Figure 1. Clock network drawn from the DEF (run 1).
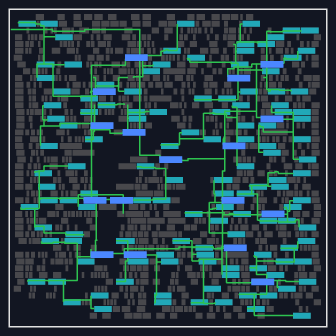
Figure 2. Routing congestion (run 1).
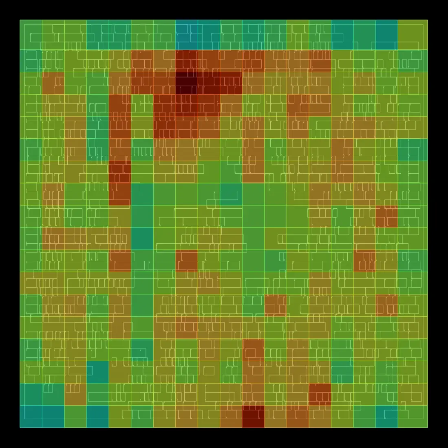
Figure 3. Signal wires on met3 (run 1).
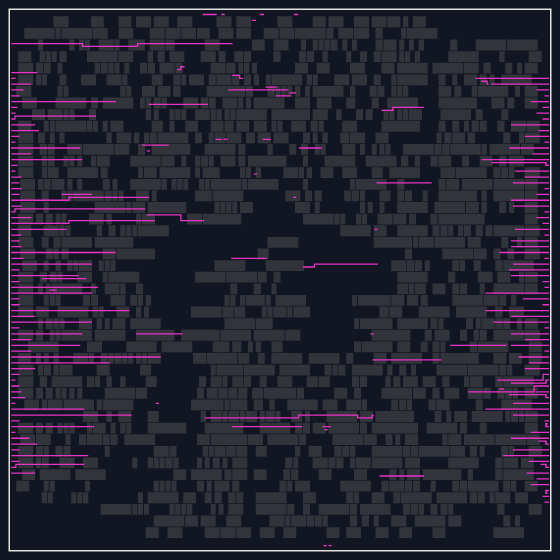
File: src/rtl/sigma_mem_pkg.sv
`default_nettype none
// ============================================================================
// Module  : sigma_mem_pkg
// Brief   : Shared constants and types for the Sigma-7 memory arbiter.
// Revision: 1.0
// ============================================================================
package sigma_mem_pkg;

    localparam int c_ADDR_MSB = 15;
    localparam int c_ADDR_LSB = 31;
    localparam int c_DATA_W   = 32;
    localparam int c_BE_W     = 4;

    localparam int         c_STATE_W   = 2;
    localparam logic [1:0] c_ST_IDLE    = 2'd0;
    localparam logic [1:0] c_ST_ACCESS  = 2'd1;
    localparam logic [1:0] c_ST_CAPTURE = 2'd2;

    localparam logic c_REQ_CPU = 1'b0;
    localparam logic c_REQ_IOP = 1'b1;

    // Sigma numbering: bit 0 is the most significant bit.
    typedef logic [c_ADDR_MSB:c_ADDR_LSB] addr_t;
    typedef logic [0:c_DATA_W-1]          data_t;
    typedef logic [0:c_BE_W-1]            be_t;

endpackage
`default_nettype wire

File: src/rtl/memory_arbiter_if.sv
`default_nettype none
// ============================================================================
// Module  : memory_arbiter_if
// Brief   : CPU/IOP request ports and memory port of the arbiter.
// Revision: 1.0
// ============================================================================
interface memory_arbiter_if;
    import sigma_mem_pkg::*;

    logic  cpu_req;
    logic  cpu_lock;
    addr_t cpu_address;
    data_t cpu_data_out;
    be_t   cpu_wr_enables;
    logic  cpu_ack;
    data_t cpu_data_in;

    logic  iop_req;
    logic  iop_lock;
    addr_t iop_address;
    data_t iop_data_out;
    be_t   iop_wr_enables;
    logic  iop_ack;
    data_t iop_data_in;

    addr_t mem_address;
    data_t mem_data_out;
    be_t   mem_wr_enables;
    data_t mem_data_in;

    modport slave (
        input  cpu_req, cpu_lock, cpu_address, cpu_data_out, cpu_wr_enables,
        output cpu_ack, cpu_data_in,
        input  iop_req, iop_lock, iop_address, iop_data_out, iop_wr_enables,
        output iop_ack, iop_data_in,
        output mem_address, mem_data_out, mem_wr_enables,
        input  mem_data_in
    );

    modport master (
        output cpu_req, cpu_lock, cpu_address, cpu_data_out, cpu_wr_enables,
        input  cpu_ack, cpu_data_in,
        output iop_req, iop_lock, iop_address, iop_data_out, iop_wr_enables,
        input  iop_ack, iop_data_in,
        input  mem_address, mem_data_out, mem_wr_enables,
        output mem_data_in
    );

endinterface
`default_nettype wire

File: src/rtl/arb_rr2.sv
`default_nettype none
// ============================================================================
// Module  : arb_rr2
// Brief   : Combinational 2-way round-robin pick with lock override.
// Revision: 1.0
// ============================================================================
module arb_rr2
    import sigma_mem_pkg::*;
(
    input  wire logic [1:0] req,
    input  wire logic       last,
    input  wire logic       lock_hold,
    output logic            winner
);

    always_comb begin
        winner = c_REQ_CPU;
        if (lock_hold && req[last]) begin
            winner = last;
        end else if (req[0] && req[1]) begin
            winner = ~last;
        end else if (req[1]) begin
            winner = c_REQ_IOP;
        end else begin
            winner = c_REQ_CPU;
        end
    end

endmodule
`default_nettype wire

File: src/rtl/memory_arbiter.sv
`default_nettype none
// ============================================================================
// Module  : memory_arbiter
// Brief   : Shares one synchronous memory port between the CPU and the IOP.
// Revision: 1.0
// ============================================================================
module memory_arbiter
    import sigma_mem_pkg::*;
#(
    parameter int LOCK_LIMIT = 4
) (
    input  wire logic       clock,
    input  wire logic       reset,
    memory_arbiter_if.slave bus
);

    localparam int                 c_CNT_W = $clog2(LOCK_LIMIT + 1);
    localparam logic [c_CNT_W-1:0] c_LIMIT = c_CNT_W'(LOCK_LIMIT);

    logic [c_STATE_W-1:0] r_state;
    logic [c_STATE_W-1:0] w_next_state;

    logic               r_owner;
    logic               r_last;
    logic [c_CNT_W-1:0] r_lock_cnt;
    addr_t              r_mem_address;
    data_t              r_mem_data_out;
    be_t                r_mem_wr_enables;
    logic               r_cpu_ack;
    logic               r_iop_ack;
    data_t              r_cpu_data_in;
    data_t              r_iop_data_in;

    logic [1:0] w_req;
    logic       w_in_ack;
    logic       w_owner_lock;
    logic       w_lock_hold;
    logic       w_locked;
    logic       w_other_waiting;
    logic       w_winner;
    logic       w_grant;
    logic       w_access;
    logic       w_capture;
    addr_t      w_sel_address;
    data_t      w_sel_data;
    be_t        w_sel_we;

    assign w_req           = {bus.iop_req, bus.cpu_req};
    assign w_in_ack        = r_cpu_ack | r_iop_ack;
    assign w_owner_lock    = (r_owner == c_REQ_CPU) ? bus.cpu_lock : bus.iop_lock;
    // Lock is only honoured in the owner's ack cycle and only below the limit.
    assign w_lock_hold     = w_in_ack && w_owner_lock && (r_lock_cnt < c_LIMIT);
    assign w_locked        = w_lock_hold && w_req[r_last];
    assign w_other_waiting = w_req[~r_last];

    arb_rr2 u_arb_rr2 (
        .req       (w_req),
        .last      (r_last),
        .lock_hold (w_lock_hold),
        .winner    (w_winner)
    );

    assign w_sel_address = (w_winner == c_REQ_IOP) ? bus.iop_address    : bus.cpu_address;
    assign w_sel_data    = (w_winner == c_REQ_IOP) ? bus.iop_data_out   : bus.cpu_data_out;
    assign w_sel_we      = (w_winner == c_REQ_IOP) ? bus.iop_wr_enables : bus.cpu_wr_enables;

    always_ff @(posedge clock) begin
        if (reset) begin
            r_state <= c_ST_IDLE;
        end else begin
            r_state <= w_next_state;
        end
    end

    always_comb begin
        w_next_state = c_ST_IDLE;
        case (r_state)
            c_ST_IDLE:    w_next_state = (|w_req) ? c_ST_ACCESS : c_ST_IDLE;
            c_ST_ACCESS:  w_next_state = c_ST_CAPTURE;
            c_ST_CAPTURE: w_next_state = c_ST_IDLE;
            default:      w_next_state = c_ST_IDLE;
        endcase
    end

    always_comb begin
        w_grant   = 1'b0;
        w_access  = 1'b0;
        w_capture = 1'b0;
        case (r_state)
            c_ST_IDLE:    w_grant   = |w_req;
            c_ST_ACCESS:  w_access  = 1'b1;
            c_ST_CAPTURE: w_capture = 1'b1;
            default:      w_grant   = 1'b0;
        endcase
    end

    always_ff @(posedge clock) begin
        if (reset) begin
            r_owner          <= c_REQ_CPU;
            r_last           <= c_REQ_IOP;
            r_lock_cnt       <= '0;
            r_mem_address    <= '0;
            r_mem_data_out   <= '0;
            r_mem_wr_enables <= '0;
            r_cpu_ack        <= 1'b0;
            r_iop_ack        <= 1'b0;
            r_cpu_data_in    <= '0;
            r_iop_data_in    <= '0;
        end else begin
            r_cpu_ack <= w_capture && (r_owner == c_REQ_CPU);
            r_iop_ack <= w_capture && (r_owner == c_REQ_IOP);

            if (w_grant) begin
                r_owner          <= w_winner;
                r_last           <= w_winner;
                r_mem_address    <= w_sel_address;
                r_mem_data_out   <= w_sel_data;
                r_mem_wr_enables <= w_sel_we;
                if (w_locked) begin
                    if (w_other_waiting) begin
                        r_lock_cnt <= r_lock_cnt + c_CNT_W'(1);
                    end
                end else begin
                    r_lock_cnt <= '0;
                end
            end

            // Strobes drop after the single cycle memory samples them.
            if (w_access) begin
                r_mem_wr_enables <= '0;
            end

            if (w_capture) begin
                if (r_owner == c_REQ_CPU) begin
                    r_cpu_data_in <= bus.mem_data_in;
                end else begin
                    r_iop_data_in <= bus.mem_data_in;
                end
            end
        end
    end

    assign bus.mem_address    = r_mem_address;
    assign bus.mem_data_out   = r_mem_data_out;
    assign bus.mem_wr_enables = r_mem_wr_enables;
    assign bus.cpu_ack        = r_cpu_ack;
    assign bus.iop_ack        = r_iop_ack;
    assign bus.cpu_data_in    = r_cpu_data_in;
    assign bus.iop_data_in    = r_iop_data_in;

endmodule
`default_nettype wire

File: src/flat_wrapper.sv
// flat-port wrapper written by rule: the top's interface ports become plain ports
module memory_arbiter_flat import sigma_mem_pkg::*;
#(
    parameter int LOCK_LIMIT = 4
)
  (clock, reset, bus_cpu_req, bus_cpu_lock, bus_cpu_address, bus_cpu_data_out, bus_cpu_wr_enables, bus_cpu_ack, bus_cpu_data_in, bus_iop_req, bus_iop_lock, bus_iop_address, bus_iop_data_out, bus_iop_wr_enables, bus_iop_ack, bus_iop_data_in, bus_mem_address, bus_mem_data_out, bus_mem_wr_enables, bus_mem_data_in);
  memory_arbiter_if bus_i ();
  input  wire logic clock;
  input  wire logic reset;
  input wire logic [$bits(bus_i.cpu_req)-1:0] bus_cpu_req;
  input wire logic [$bits(bus_i.cpu_lock)-1:0] bus_cpu_lock;
  input wire logic [$bits(bus_i.cpu_address)-1:0] bus_cpu_address;
  input wire logic [$bits(bus_i.cpu_data_out)-1:0] bus_cpu_data_out;
  input wire logic [$bits(bus_i.cpu_wr_enables)-1:0] bus_cpu_wr_enables;
  output wire logic [$bits(bus_i.cpu_ack)-1:0] bus_cpu_ack;
  output wire logic [$bits(bus_i.cpu_data_in)-1:0] bus_cpu_data_in;
  input wire logic [$bits(bus_i.iop_req)-1:0] bus_iop_req;
  input wire logic [$bits(bus_i.iop_lock)-1:0] bus_iop_lock;
  input wire logic [$bits(bus_i.iop_address)-1:0] bus_iop_address;
  input wire logic [$bits(bus_i.iop_data_out)-1:0] bus_iop_data_out;
  input wire logic [$bits(bus_i.iop_wr_enables)-1:0] bus_iop_wr_enables;
  output wire logic [$bits(bus_i.iop_ack)-1:0] bus_iop_ack;
  output wire logic [$bits(bus_i.iop_data_in)-1:0] bus_iop_data_in;
  output wire logic [$bits(bus_i.mem_address)-1:0] bus_mem_address;
  output wire logic [$bits(bus_i.mem_data_out)-1:0] bus_mem_data_out;
  output wire logic [$bits(bus_i.mem_wr_enables)-1:0] bus_mem_wr_enables;
  input wire logic [$bits(bus_i.mem_data_in)-1:0] bus_mem_data_in;
  assign bus_i.cpu_req = bus_cpu_req;
  assign bus_i.cpu_lock = bus_cpu_lock;
  assign bus_i.cpu_address = bus_cpu_address;
  assign bus_i.cpu_data_out = bus_cpu_data_out;
  assign bus_i.cpu_wr_enables = bus_cpu_wr_enables;
  assign bus_cpu_ack = bus_i.cpu_ack;
  assign bus_cpu_data_in = bus_i.cpu_data_in;
  assign bus_i.iop_req = bus_iop_req;
  assign bus_i.iop_lock = bus_iop_lock;
  assign bus_i.iop_address = bus_iop_address;
  assign bus_i.iop_data_out = bus_iop_data_out;
  assign bus_i.iop_wr_enables = bus_iop_wr_enables;
  assign bus_iop_ack = bus_i.iop_ack;
  assign bus_iop_data_in = bus_i.iop_data_in;
  assign bus_mem_address = bus_i.mem_address;
  assign bus_mem_data_out = bus_i.mem_data_out;
  assign bus_mem_wr_enables = bus_i.mem_wr_enables;
  assign bus_i.mem_data_in = bus_mem_data_in;
  memory_arbiter #(.LOCK_LIMIT(LOCK_LIMIT)) u_core (.clock(clock), .reset(reset), .bus(bus_i));
endmodule
File: config.mk
export PLATFORM = sky130hd
export DESIGN_NAME = memory_arbiter_flat
export DESIGN_NICKNAME = d
export VERILOG_FILES = /design/src/rtl/sigma_mem_pkg.sv /design/src/rtl/memory_arbiter_if.sv /design/src/rtl/arb_rr2.sv /design/src/rtl/memory_arbiter.sv /design/src/flat_wrapper.sv
export SDC_FILE = /design/constraint.sdc
export NUM_CORES = 1
export LEC_CHECK = 0
export ABC_AREA = 1
export CAP_MARGIN = 15
export CORE_UTILIZATION = 35
export CTS_CLUSTER_SIZE = 8
export DETAILED_ROUTE_END_ITERATION = 8
export PLACE_DENSITY_LB_ADDON = 0.15
export SETUP_SLACK_MARGIN = 0.15
export SYNTH_ARGS = -nofsm -noshare
export SYNTH_HDL_FRONTEND = slang
export SYNTH_SLANG_ARGS = --single-unit
File: constraint.sdc
create_clock -name clock -period 1.75 [get_ports clock]
set_clock_uncertainty 0.2 [all_clocks]
set_input_delay 0.175 -clock clock [delete_from_list [all_inputs] [get_ports clock]]
set_output_delay 0.175 -clock clock [all_outputs]
set_load 0.02 [all_outputs]
==> impl_metrics.yaml, run 1 <==
# flow metrics
outcome:
  status: "complete, no violations"
power:
  clock_power_share_pct: 40.9
  cell_internal_pwr_mw: 6.08
  combPwrFrac_pct: 21.9
  p_seq_share_pct: 37.2
  leak_nw: 4.47
detailed_routing:
  detail-route-antenna-nets: 0
  route.final.wire_length_microns: 17000
  post_drt_via_cell_ratio: 4.60
setup_path:
  worst-path-buf-inv: 3
  regToRegEndpoint: "u_core.bus.mem_data_out[4]"
  timing.rr.start: "u_core.r_last"
  endpoint_kind: "register"
timing:
  setup_ws_ps: 137
  post-route-period-util_pct: 92.2
cts:
  cts_sinks: 126
  ctsHoldBuffers: 1
hold_path:
  timing.hold.worst.class: "primary input to register"
yosys:
  synth_area_per_cell_sq_um: 6.83
  most_common_cell: "sky130_fd_sc_hd__dfxtp_1"
  postSynth.topFlopCell: "sky130_fd_sc_hd__dfxtp_1"
  top_area_share_pct: 46.5
finish:
  layout_top_cells_excl_fill_tap: "sky130_fd_sc_hd__clkdlybuf4s50_1 (142), sky130_fd_sc_hd__inv_1 (122), sky130_fd_sc_hd__dfxtp_1 (122)"
die:
  fp.dieW_microns: 127
  fp_density_pct: 35.8
  nWellTaps: 188
-- Figure 1 (at the start) --
[blue] cells driving clock nets | count: 17
[cyan] flip-flops | count: 126
[green] clock wires | length: 1680 microns
flops lie: all over the die

-- Figure 2 (at the start) --
overall global routing resource usage: 20.9%
highest-utilization routing layer at the global route stage: met2
average routed wire per standard cell: 13.5 microns
utilization after layout: 59.9%

-- Figure 3 (at the start) --
nets with wire on the layer: 165
longest straight run: 34.7 microns
wire length on this layer: 1400 microns
main direction: horizontal
share of all routed wire: 8.2%

## run 1: worst max-delay path by stage
| stage | to | slack [ps] | cells past startpoint |
|---|---|---|---|
| floorplan | u_core.bus.mem_data_out[21] | 190 | 9 |
| global placement | u_core.bus.mem_data_out[5] | -190 | 11 |
| detailed placement | u_core.bus.mem_address[1] | -220 | 11 |
| CTS | u_core.bus.mem_address[1] | 120 | 10 |
| global route | u_core.bus.mem_address[14] | 40 | 11 |
| finish | u_core.bus.mem_data_out[4] | 140 | 9 |
## run 1: metal layers
metal  vias to the layer above  share of wire [%]  track usage [%]  routed length (microns)
met5                         -                  0                0                        0
met4                         0                2.3             9.07                      397
met3                        28                8.2             7.34                     1400
met2                       208                 47             34.5                     8030
met1                      2538                 42             24.6                     7230
li1                       3023                  -                -                        -
==> run 2: changes to the inputs <==
--- a/config.mk
+++ b/config.mk
@@ -12,6 +12,7 @@
 export DETAILED_ROUTE_END_ITERATION = 8
 export PLACE_DENSITY_LB_ADDON = 0.15
 export SETUP_SLACK_MARGIN = 0.15
+export SLEW_MARGIN = 20
 export SYNTH_ARGS = -nofsm -noshare
 export SYNTH_HDL_FRONTEND = slang
 export SYNTH_SLANG_ARGS = --single-unit
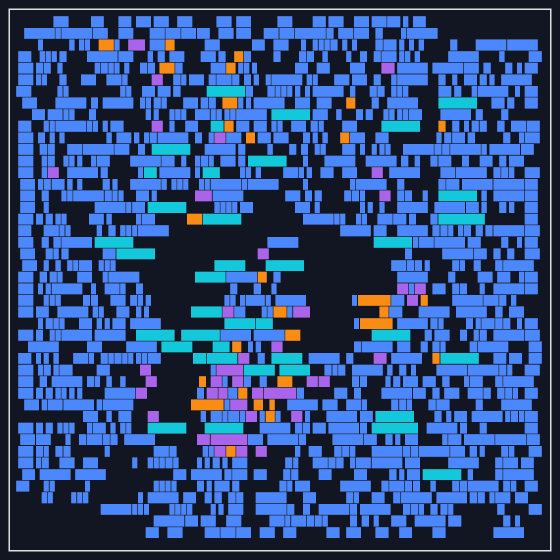
Figure 4: run 2, cells by drive strength.
[purple] drive 3 to 4 | cells: 39 | share: 3.6% | most used: buf_4
[orange] drive 2 | cells: 29 | share: 2.7% | most used: nand2_2
[cyan] drive 6 and up | cells: 38 | share: 3.5% | most used: clkbuf_16
[blue] drive 1 or less | cells: 967 | share: 90% | most used: clkdlybuf4s50_1

==> run 2 against run 1 <==
Against the previous run:
- cell count unchanged
- clock power barely moved
- final area is the same
- sequential share of layout area is the same
- die area unchanged
- register-to-register slack about the same
- via count is the same
- utilization unchanged
- largest cell class unchanged
==> impl_metrics.yaml, run 2 <==
# flow metrics
global_routing:
  grtUsageTotal_pct: 20.9
  grt.busiest_layer: "met2"
detailed_routing:
  wl_met3_microns: 1400
  met2WireLength_microns: 8030
  drt-met1-wl_microns: 7230
  average_routed_wire_per_standard_cell_microns: 13.5
  highest-signal-layer: "met4"
  post_drt_via_cell_ratio: 4.60
  route.final.wire_length_microns: 17000
power:
  leak_nw: 4.47
  clock_power_share_pct: 40.9
  p_seq_share_pct: 37.2
  combPwrFrac_pct: 21.9
timing:
  setup_ws_ps: 137
setup_path:
  crit_cells: 9
  timing.rr.start: "u_core.r_last"
  critical_path.endpoint: "u_core.bus.mem_data_out[4]"
  worst-path-buf-inv: 3
  endpoint_kind: "register"
die:
  fp.dieW_microns: 127
  fp_density_pct: 35.8
outcome:
  status: "complete, no violations"
finish:
  finish.utilization_pct: 59.9
cts:
  ctsHoldBuffers: 1
yosys:
  top_area_share_pct: 46.5
  most_common_cell: "sky130_fd_sc_hd__dfxtp_1"
  synth_area_per_cell_sq_um: 6.83
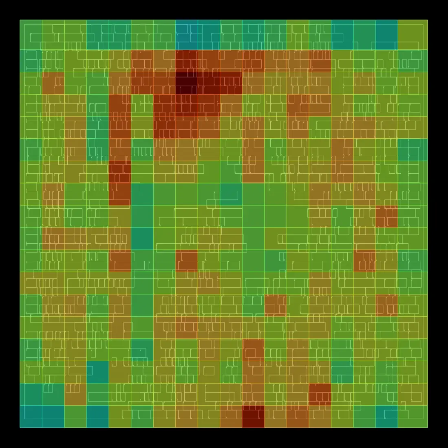
Figure 5: run 2, routing congestion.
met2 track demand over resource: 34.5%
GR Util met3: 7.34%
met1 track demand over resource: 24.6%

-- run 2: kinds of logic (layout without fill, tap and decap cells) --
| family | count (synthesis) | count (layout) | synth area share, % |
|---|---|---|---|
| AND/OR/NAND/NOR | 353 | 353 | 27.4 |
| buffers and inverters | 178 | 457 | 13.2 |
| AND-OR/OR-AND | 136 | 136 | 12.6 |
| flip-flops | 126 | 126 | 46.5 |
| adder cells (fa/ha/maj) | 1 | 1 | 0.231 |
-- run 2: layout make-up --
| class | instances | area share, % |
|---|---|---|
| repair buffers | 300 | 32.2 |
| inverters | 125 | 5.21 |
| flip-flops and latches | 126 | 27.9 |
| clock inverters | 15 | 1.81 |
| multi-input cells | 490 | 25.7 |
| clock buffers | 17 | 4.69 |
| well taps | 188 | 2.59 |
==> run 3: changes to the inputs <==
--- a/config.mk
+++ b/config.mk
@@ -7,7 +7,7 @@
 export LEC_CHECK = 0
 export ABC_AREA = 1
 export CAP_MARGIN = 15
-export CORE_UTILIZATION = 35
+export CORE_UTILIZATION = 41
 export CTS_CLUSTER_SIZE = 8
 export DETAILED_ROUTE_END_ITERATION = 8
 export PLACE_DENSITY_LB_ADDON = 0.15
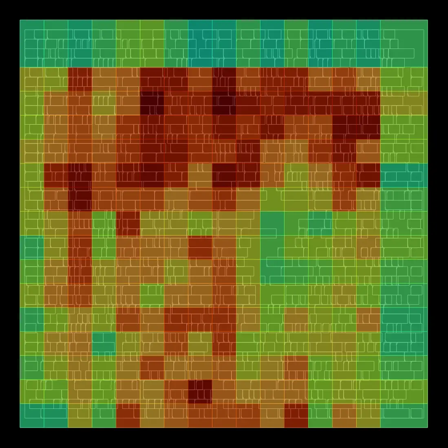
Figure 6: run 3, routing congestion.
utilization after layout: 82.4%
met1 track demand over resource: 36.2%
overall global routing resource usage: 30.5%
average routed wire per standard cell: 17.6 microns

==> run 3 against run 2 <==
Against the previous run:
- the flow now finishes with violations (negative setup slack)
- largest power group unchanged
- non-clock buffer count is 29 higher
- total power increased by 8.1%
- sequential power is essentially flat
- clock power rose by 2%
- via count up 13%
- sequential share of layout area fell by 3.8 points
- count of clock-buffer cells in the layout up 3
- critical path depth is 3 higher
- largest cell class unchanged
- global-route usage increased by 9.6 points
- first-iteration DRC count rose by 97%
- wire length grew 32%
==> impl_metrics.yaml, run 3 <==
# flow metrics
timing:
  max_freq_mhz: 552
  setup_ws_ps: -63.1
  report.final.setup_viol: 11
power:
  combPwrFrac_pct: 26.8
  p_seq_share_pct: 34.6
  leak_nw: 5.14
detailed_routing:
  met2WireLength_microns: 10800
  post_drt_via_cell_ratio: 5.13
  drt-met1-wl_microns: 8760
  highest-signal-layer: "met4"
yosys:
  most_common_cell: "sky130_fd_sc_hd__dfxtp_1"
  top_area_share_pct: 46.5
setup_path:
  endpoint_kind: "register"
  crit_cells: 12
  critical_path.endpoint: "u_core.bus.mem_data_out[14]"
  worst-path-buf-inv: 4
  timing.rr.start: "u_core.r_owner"
global_routing:
  met2_track_demand_over_resource_pct: 50.1
  met3_usage_pct: 9.01
die:
  fp.dieW_microns: 117
  fp_density_pct: 42.5
outcome:
  status: "finished, violations left"
  violations_in_the_final_reports: "negative setup slack"
cts:
  ctsHoldBuffers: 0
  numCtsBuffers: 17
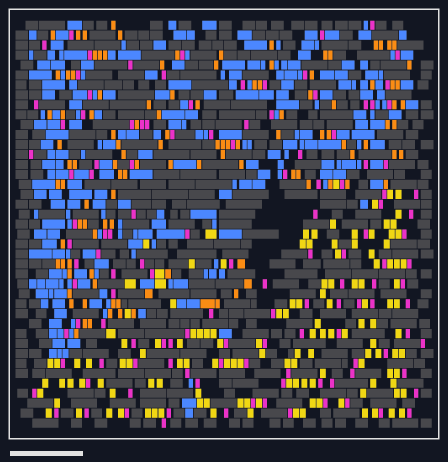
Figure 7: run 3, logic cells by family.
The bar under the picture is 20 microns long.
[magenta] inverters | cells: 125 | where: all over the die
[blue] NAND gates | cells: 238
[yellow] inverting AOI/OAI gates | cells: 136
[orange] NOR gates | cells: 114

## run 3: cell counts after synthesis
No cell type changed its count.
## run 3: layout make-up
cell class,instances,area (sq um),area share (%)
timing repair buffer,329,3520,33.4
sequential,126,2530,24.1
multi-input combinational,490,3190,30.3
tap,172,215,2.04
inverter,125,469,4.46
clock inverter,12,134,1.27
clock buffer,20,467,4.43
## run 3: repair_timing
| action | 4_1_cts | 5_1_grt |
|---|---|---|
| buffers inserted | 16 | 2 |
| resized | 298 | 88 |
| pin swaps | 91 | 53 |
| setup endpoints to repair | 174 | 62 |
| gates cloned | 17 | 1 |
## run 3: kinds of logic after synthesis
group	Yosys count	synth area share, %
compound gates	136	12.6
fa+ha+maj	1	0.231
buf+inv	178	13.2
flops	126	46.5
simple gates	353	27.4
Power figures rest on the tool's default switching activity, not on a simulated workload.
